File: src/rtl/sw_debounce_pkg.sv
// -----------------------------------------------------------------------------
// sw_debounce_pkg
//   Shared constants, per-bit state encoding and the counter-width helper for
//   the switch/button debouncer (sw_debounce and its per-bit slice
//   debounce_bit).
//
//   Optional feature macro: SW_DEBOUNCE_TOGGLE_EN (adds press-to-toggle
//   outputs in debounce_bit and sw_debounce).
// -----------------------------------------------------------------------------
package sw_debounce_pkg;

    // Default build constants for the buttons board.
    localparam int SW_WIDTH         = 8;
    localparam int SW_SYNC_STAGES   = 2;
    localparam int SW_STABLE_CYCLES = 1000;

    // Per-bit qualification state: IDLE while the counter is zero, QUAL while a
    // candidate level change is being counted.
    typedef enum logic [0:0] {
        DB_IDLE = 1'b0,
        DB_QUAL = 1'b1
    } db_state_e;

    // Counter width able to hold 0 .. stable-1 with one bit of headroom, so the
    // width stays at least 1 even for stable == 1.
    function automatic int cnt_width(input int stable);
        return $clog2(stable) + 1;
    endfunction

endpackage : sw_debounce_pkg

File: src/rtl/sw_debounce_bit.sv
// -----------------------------------------------------------------------------
// debounce_bit
//   One switch bit: metastability synchroniser, stability counter, debounced
//   level and one-cycle rise/fall pulses. With SW_DEBOUNCE_TOGGLE_EN defined
//   it also keeps a toggle flop that flips on every accepted rising edge.
//
// Parameters
//   SYNC_STAGES    flops in the synchroniser chain (>= 2)
//   STABLE_CYCLES  consecutive mismatching synchronised samples needed to
//                  accept a new level (>= 1)
//
// Ports
//   clk       in   clock, all state on the rising edge
//   rst_n     in   asynchronous active-low reset
//   sw_i      in   raw asynchronous switch level
//   sw_o      out  debounced level (registered)
//   rise_o    out  one-cycle pulse when sw_o goes 0->1 (registered)
//   fall_o    out  one-cycle pulse when sw_o goes 1->0 (registered)
//   busy_o    out  high while a change is being qualified (counter non-zero)
//   toggle_o  out  (SW_DEBOUNCE_TOGGLE_EN only) flips on every rise_o
// -----------------------------------------------------------------------------
module debounce_bit
    import sw_debounce_pkg::*;
#(
    parameter int SYNC_STAGES   = SW_SYNC_STAGES,
    parameter int STABLE_CYCLES = SW_STABLE_CYCLES
) (
    input  logic clk,
    input  logic rst_n,
    input  logic sw_i,
    output logic sw_o,
    output logic rise_o,
    output logic fall_o,
`ifdef SW_DEBOUNCE_TOGGLE_EN
    output logic toggle_o,
`endif
    output logic busy_o
);

    localparam int              CW        = cnt_width(STABLE_CYCLES);
    localparam logic [CW-1:0]   CNT_ZERO  = {CW{1'b0}};
    localparam logic [CW-1:0]   CNT_ONE   = CW'(1);
    localparam logic [CW-1:0]   CNT_LAST  = CW'(STABLE_CYCLES - 1);

    logic [SYNC_STAGES-1:0] sync_q;
    logic [SYNC_STAGES-1:0] sync_d;
    logic                   s_s;
    logic                   diff_s;
    logic                   last_s;

    db_state_e              state_q;
    db_state_e              state_d;
    logic [CW-1:0]          cnt_q;
    logic [CW-1:0]          cnt_d;
    logic                   level_q;
    logic                   level_d;
    logic                   rise_q;
    logic                   rise_d;
    logic                   fall_q;
    logic                   fall_d;
`ifdef SW_DEBOUNCE_TOGGLE_EN
    logic                   toggle_q;
    logic                   toggle_d;
`endif

    // Synchroniser shift: new raw sample enters at bit 0, the settled value
    // leaves at the top bit.
    always_comb begin
        sync_d = {sync_q[SYNC_STAGES-2:0], sw_i};
    end

    assign s_s    = sync_q[SYNC_STAGES-1];
    assign diff_s = s_s ^ level_q;
    // For STABLE_CYCLES == 1 the last count is zero, so a mismatch seen in
    // IDLE is accepted straight away and QUAL is never entered.
    assign last_s = (cnt_q == CNT_LAST);

    // Qualification state machine: count consecutive mismatches, drop all
    // progress on any matching sample, accept the new level on the last count.
    always_comb begin
        state_d = state_q;
        cnt_d   = cnt_q;
        level_d = level_q;
        rise_d  = 1'b0;
        fall_d  = 1'b0;
        case (state_q)
            DB_IDLE: begin
                if (diff_s) begin
                    if (last_s) begin
                        level_d = s_s;
                        rise_d  = s_s;
                        fall_d  = ~s_s;
                        cnt_d   = CNT_ZERO;
                        state_d = DB_IDLE;
                    end else begin
                        cnt_d   = cnt_q + CNT_ONE;
                        state_d = DB_QUAL;
                    end
                end else begin
                    cnt_d   = CNT_ZERO;
                    state_d = DB_IDLE;
                end
            end
            DB_QUAL: begin
                if (!diff_s) begin
                    cnt_d   = CNT_ZERO;
                    state_d = DB_IDLE;
                end else if (last_s) begin
                    level_d = s_s;
                    rise_d  = s_s;
                    fall_d  = ~s_s;
                    cnt_d   = CNT_ZERO;
                    state_d = DB_IDLE;
                end else begin
                    cnt_d   = cnt_q + CNT_ONE;
                    state_d = DB_QUAL;
                end
            end
            default: begin
                cnt_d   = CNT_ZERO;
                state_d = DB_IDLE;
            end
        endcase
    end

`ifdef SW_DEBOUNCE_TOGGLE_EN
    // Toggle flips in the same cycle the rise pulse is registered.
    always_comb begin
        toggle_d = toggle_q ^ rise_d;
    end
`endif

    // State registers; the reset edge clears everything and emits no pulse.
    always_ff @(posedge clk or negedge rst_n) begin
        if (!rst_n) begin
            sync_q   <= {SYNC_STAGES{1'b0}};
            state_q  <= DB_IDLE;
            cnt_q    <= CNT_ZERO;
            level_q  <= 1'b0;
            rise_q   <= 1'b0;
            fall_q   <= 1'b0;
`ifdef SW_DEBOUNCE_TOGGLE_EN
            toggle_q <= 1'b0;
`endif
        end else begin
            sync_q   <= sync_d;
            state_q  <= state_d;
            cnt_q    <= cnt_d;
            level_q  <= level_d;
            rise_q   <= rise_d;
            fall_q   <= fall_d;
`ifdef SW_DEBOUNCE_TOGGLE_EN
            toggle_q <= toggle_d;
`endif
        end
    end

    assign sw_o     = level_q;
    assign rise_o   = rise_q;
    assign fall_o   = fall_q;
    assign busy_o   = (cnt_q != CNT_ZERO);
`ifdef SW_DEBOUNCE_TOGGLE_EN
    assign toggle_o = toggle_q;
`endif

endmodule : debounce_bit

File: src/rtl/sw_debounce.sv
// -----------------------------------------------------------------------------
// sw_debounce
//   Per-bit synchroniser and debouncer between the switch input buffers and
//   the LED output buffers. Each bit is an independent debounce_bit; the top
//   only replicates the slice and ORs the per-bit busy flags.
//
//   Optional feature macro: SW_DEBOUNCE_TOGGLE_EN adds toggle_o.
//
// Parameters
//   WIDTH          number of independent input bits
//   SYNC_STAGES    metastability flops per bit (>= 2)
//   STABLE_CYCLES  consecutive mismatching cycles to accept a new level (>= 1)
//
// Ports
//   clk       in   clock
//   rst_n     in   asynchronous active-low reset
//   sw_i      in   [WIDTH] raw switch/button levels
//   sw_o      out  [WIDTH] debounced levels (registered)
//   rise_o    out  [WIDTH] one-cycle 0->1 pulses
//   fall_o    out  [WIDTH] one-cycle 1->0 pulses
//   busy_o    out  any bit currently qualifying a change
//   toggle_o  out  [WIDTH] (SW_DEBOUNCE_TOGGLE_EN only) press-to-toggle level
// -----------------------------------------------------------------------------
module sw_debounce
    import sw_debounce_pkg::*;
#(
    parameter int WIDTH         = SW_WIDTH,
    parameter int SYNC_STAGES   = SW_SYNC_STAGES,
    parameter int STABLE_CYCLES = SW_STABLE_CYCLES
) (
    input  logic             clk,
    input  logic             rst_n,
    input  logic [WIDTH-1:0] sw_i,
    output logic [WIDTH-1:0] sw_o,
    output logic [WIDTH-1:0] rise_o,
    output logic [WIDTH-1:0] fall_o,
`ifdef SW_DEBOUNCE_TOGGLE_EN
    output logic [WIDTH-1:0] toggle_o,
`endif
    output logic             busy_o
);

    logic [WIDTH-1:0] busy_bits_s;

    for (genvar g = 0; g < WIDTH; g++) begin : g_bit
        debounce_bit #(
            .SYNC_STAGES   (SYNC_STAGES),
            .STABLE_CYCLES (STABLE_CYCLES)
        ) u_bit (
            .clk      (clk),
            .rst_n    (rst_n),
            .sw_i     (sw_i[g]),
            .sw_o     (sw_o[g]),
            .rise_o   (rise_o[g]),
            .fall_o   (fall_o[g]),
`ifdef SW_DEBOUNCE_TOGGLE_EN
            .toggle_o (toggle_o[g]),
`endif
            .busy_o   (busy_bits_s[g])
        );
    end

    assign busy_o = |busy_bits_s;

endmodule : sw_debounce

File: config.mk
export PLATFORM = sky130hd
export DESIGN_NAME = sw_debounce
export DESIGN_NICKNAME = d
export VERILOG_FILES = /design/src/rtl/sw_debounce_pkg.sv /design/src/rtl/sw_debounce_bit.sv /design/src/rtl/sw_debounce.sv
export SDC_FILE = /design/constraint.sdc
export NUM_CORES = 1
export LEC_CHECK = 0
export CORE_AREA = 8 8 122 152
export DETAILED_ROUTE_END_ITERATION = 10
export DIE_AREA = 0 0 130 160
export GPL_TIMING_DRIVEN = 0
export SLEW_MARGIN = 20
export SYNTH_ARGS = -nofsm -noshare
export SYNTH_HDL_FRONTEND = slang
export SYNTH_SLANG_ARGS = --single-unit
File: constraint.sdc
create_clock -name clk -period 3.04 [get_ports clk]
set_input_delay 0.456 -clock clk [delete_from_list [all_inputs] [get_ports clk]]
set_output_delay 0.456 -clock clk [all_outputs]
set_load 0.01 [all_outputs]
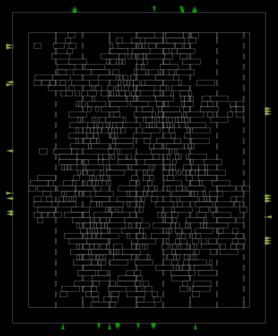
**Above:** run 1 (cell outlines without signal wires).
n_taps: 216
number of core rows: 52
Final Instance Count excl. Fillers: 837
Flop Count: 128

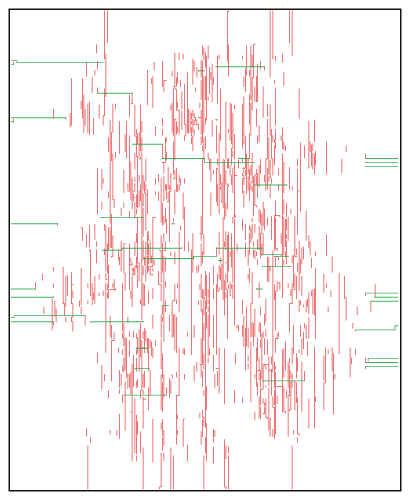
**Above:** run 1 (routed metal, one color a layer).
Drawn at 3 px/um. Only two layers are drawn.
[red] metal 2 | wire length: 5590 um
[green] metal 3 | wire length: 485 um

==> results.json, run 1 <==
{
  "synth_seq_share_pct": 55.1,
  "ys.flop_type": "dfrtp_1",
  "drt_iter0_markers": 175,
  "cts_buffers": 17,
  "synthesis.area_mm2": 0.00582,
  "synth_top_cell_by_area": "dfrtp_1",
  "worst_pin_slew_ns": 0.392,
  "grt_use_met2_pct": 19.1,
  "path_delay_family": "simple AND/OR/NAND/NOR gates",
  "vdd_drop_max_v": 0.000297,
  "syn_inst": 551,
  "synth.distinct_cells": 24,
  "rsz0062_at_grt": "true",
  "finalNetCount": 634,
  "finalMaxSlewViolations": 0,
  "setup_viol": 1,
  "buf_share_pct": 8.64,
  "yosys_cells": 551,
  "crit_end": "busy_o",
  "setup_slack_ns": -0.150,
  "status": "finished, violations left",
  "ys_area_mm2": 0.00582,
  "r2r_start": "g_bit[7].u_bit.cnt_q[0]",
  "largest_register": "g_bit.u_bit.cnt_q",
  "grt_use_met3_pct": 4.17,
  "wl_met3_um": 484,
  "rr_endpoint": "g_bit[7].u_bit.cnt_q[7]",
  "most_common_cell": "dfrtp_1",
  "h-tree-depth": 4,
  "diodes": 0,
  "ant_nets": 0,
  "die_area_mm2": 0.0208,
  "slowest_delay_ns": 0.52,
  "met1_usage_pct": 13.1,
  "cp.depth": 5,
  "maxPowerGroup": "the clock network",
  "clk_share_pct": 8.82,
  "fillers": 1533,
  "warning_count": 36,
  "relSlewSlack_pct": 73.6,
  "grt_max_degree": 80,
  "clock_sink_count": 128,
  "holdPathStages": 0,
  "ioPinCount": 35,
  "nNonClkBuffers": 72,
  "synthAoiAreaFrac_pct": 0,
  "ctsHoldBuffers": 1,
  "hold_violations": 0,
  "intPower_w": 0.00320,
  "p_sw_share_pct": 21.9,
  "synth.avg_cell_area_um2": 10.6,
  "dominant_cells": "registers",
  "violations": "setup timing",
  "stdcell_area_mm2": 0.00714,
  "xor_share_pct": 12.0,
  "startpoint_type": "flip-flop",
  "dp_slack_ns": -0.193,
  "crit_fanout": 2,
  "hold_path_end": "g_bit[4].u_bit.sync_q[1]",
  "whs_ns": 0.348
}
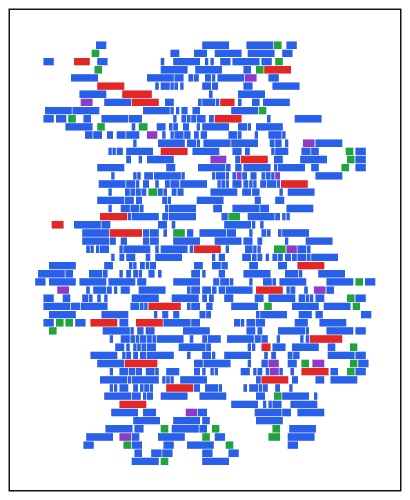
**Above:** run 1 (sizing map).
Drawn at 3 px/um.
[blue] _0 and _1 cells | cells: 544 | share: 88% | most used: dfrtp_1
[green] _3 and _4 cells | cells: 36 | share: 5.8% | most used: buf_4
[purple] _2 cells | cells: 15 | share: 2.4% | most used: mux2_2
[red] _6 and larger | cells: 26 | share: 4.2% | most used: clkbuf_16

**Run 1: I/O nets highlighted**

Drawn at 1.5 px/um.
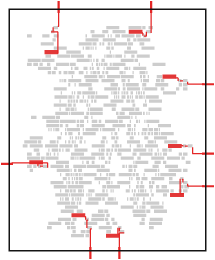

==> inputs of run 2 (changes only) <==
CTS_BUF_LIST = sky130_fd_sc_hd__clkbuf_4 sky130_fd_sc_hd__clkbuf_8 sky130_fd_sc_hd__clkbuf_16   (was not set)
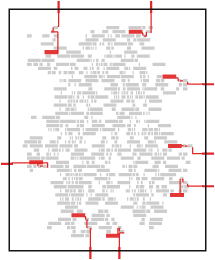
**Above:** run 2 (I/O nets highlighted).
Drawn at 1.5 px/um.
[red] `fall_o` | bits: 8 | direction: output | edge: 3 right, 2 top, 2 bottom, 1 left | end cells: 8 | buffers: 16 | wire: 194 um

==> run 2 against run 1 <==
The flow still finishes with violations (setup timing); synthesized cell count unchanged; die area unchanged; via count hardly changed; design area barely moved; largest cell class unchanged.
==> results.json, run 2 <==
{
  "synth.distinct_cells": 24,
  "ys.flop_type": "dfrtp_1",
  "ant_nets": 0,
  "buf_share_pct": 8.64,
  "warning_count": 36,
  "xor_share_pct": 12.0,
  "finalNetCount": 634,
  "slowest_delay_ns": 0.52,
  "setup_slack_ns": -0.150,
  "maxPowerGroup": "the clock network",
  "met1_usage_pct": 13.1,
  "drt_iter0_markers": 177,
  "grt_busiest_layer": "met2",
  "skew_ns": 0.00644,
  "rows": 52,
  "synth.avg_cell_area_um2": 10.6,
  "synth_seq_share_pct": 55.1,
  "status": "finished, violations left",
  "dominant_cells": "registers",
  "top_area_share_pct": 55.1,
  "dp_slack_ns": -0.193,
  "die_area_mm2": 0.0208,
  "startpoint_type": "flip-flop",
  "largest_register": "g_bit.u_bit.cnt_q",
  "grt_max_degree": 80,
  "p_sw_share_pct": 21.8,
  "r2r_start": "g_bit[7].u_bit.cnt_q[0]",
  "relSlewSlack_pct": 73.6,
  "edf_count": 0,
  "hold_path_end": "g_bit[4].u_bit.sync_q[1]",
  "grt_use_met3_pct": 4.17,
  "cts_buffers": 17,
  "rr_endpoint": "g_bit[7].u_bit.cnt_q[7]",
  "setup_viol": 1,
  "crit_fanout": 2,
  "grt_pass1_vias": 4126,
  "cp.depth": 5,
  "worst_pin_slew_ns": 0.392,
  "grt_pass1_wl_mm": 19.3,
  "logic_gates": 371,
  "vdd_drop_max_v": 0.000297,
  "track_usage_pct": 11.8,
  "wl_met3_um": 480,
  "violations": "setup timing",
  "grt_use_met2_pct": 19.1,
  "synth_top_cell_by_area": "dfrtp_1",
  "syn_inst": 551,
  "rsz0062_at_grt": "true",
  "clock_sink_count": 128,
  "diodes": 0,
  "num_tap_cells": 216,
  "crit_end": "busy_o",
  "drive_above_1_share_pct": 12.6,
  "clk_share_pct": 8.86,
  "die_y_um": 160,
  "critPathArrivalTime_ns": 2.73,
  "placed_cell_area_mm2": 0.00646,
  "synthesis.area_mm2": 0.00582,
  "critPathKind": "reg -> out",
  "nNonClkBuffers": 72,
  "largest_reg_flops": 88,
  "yosys_cells": 551,
  "most_common_cell": "dfrtp_1",
  "hold_violations": 0,
  "ys_area_mm2": 0.00582,
  "path_delay_family": "simple AND/OR/NAND/NOR gates",
  "holdPathStages": 0,
  "fillers": 1536,
  "intPower_w": 0.00321,
  "inv_count": 18,
  "h-tree-depth": 4,
  "ff_count": 128,
  "finalMaxSlewViolations": 0,
  "fin_cells": 837,
  "ioPinCount": 35,
  "synthAoiAreaFrac_pct": 0,
  "whs_ns": 0.348,
  "ctsHoldBuffers": 1
}
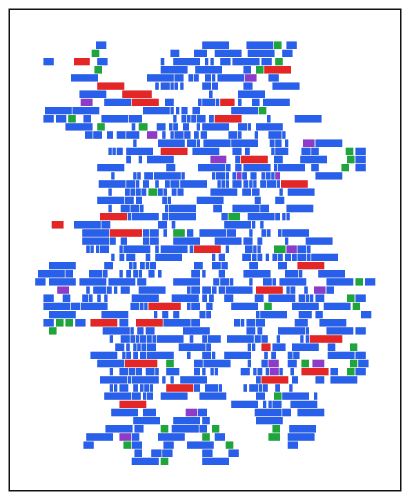
**Above:** run 2 (sizing map).
Drawn at 3 px/um.
[purple] _2 cells | cells: 15 | share: 2.4% | most used: mux2_2
[red] _6 and larger | cells: 26 | share: 4.2% | most used: clkbuf_16
[blue] _0 and _1 cells | cells: 543 | share: 87% | most used: dfrtp_1
[green] _3 and _4 cells | cells: 37 | share: 6.0% | most used: buf_4

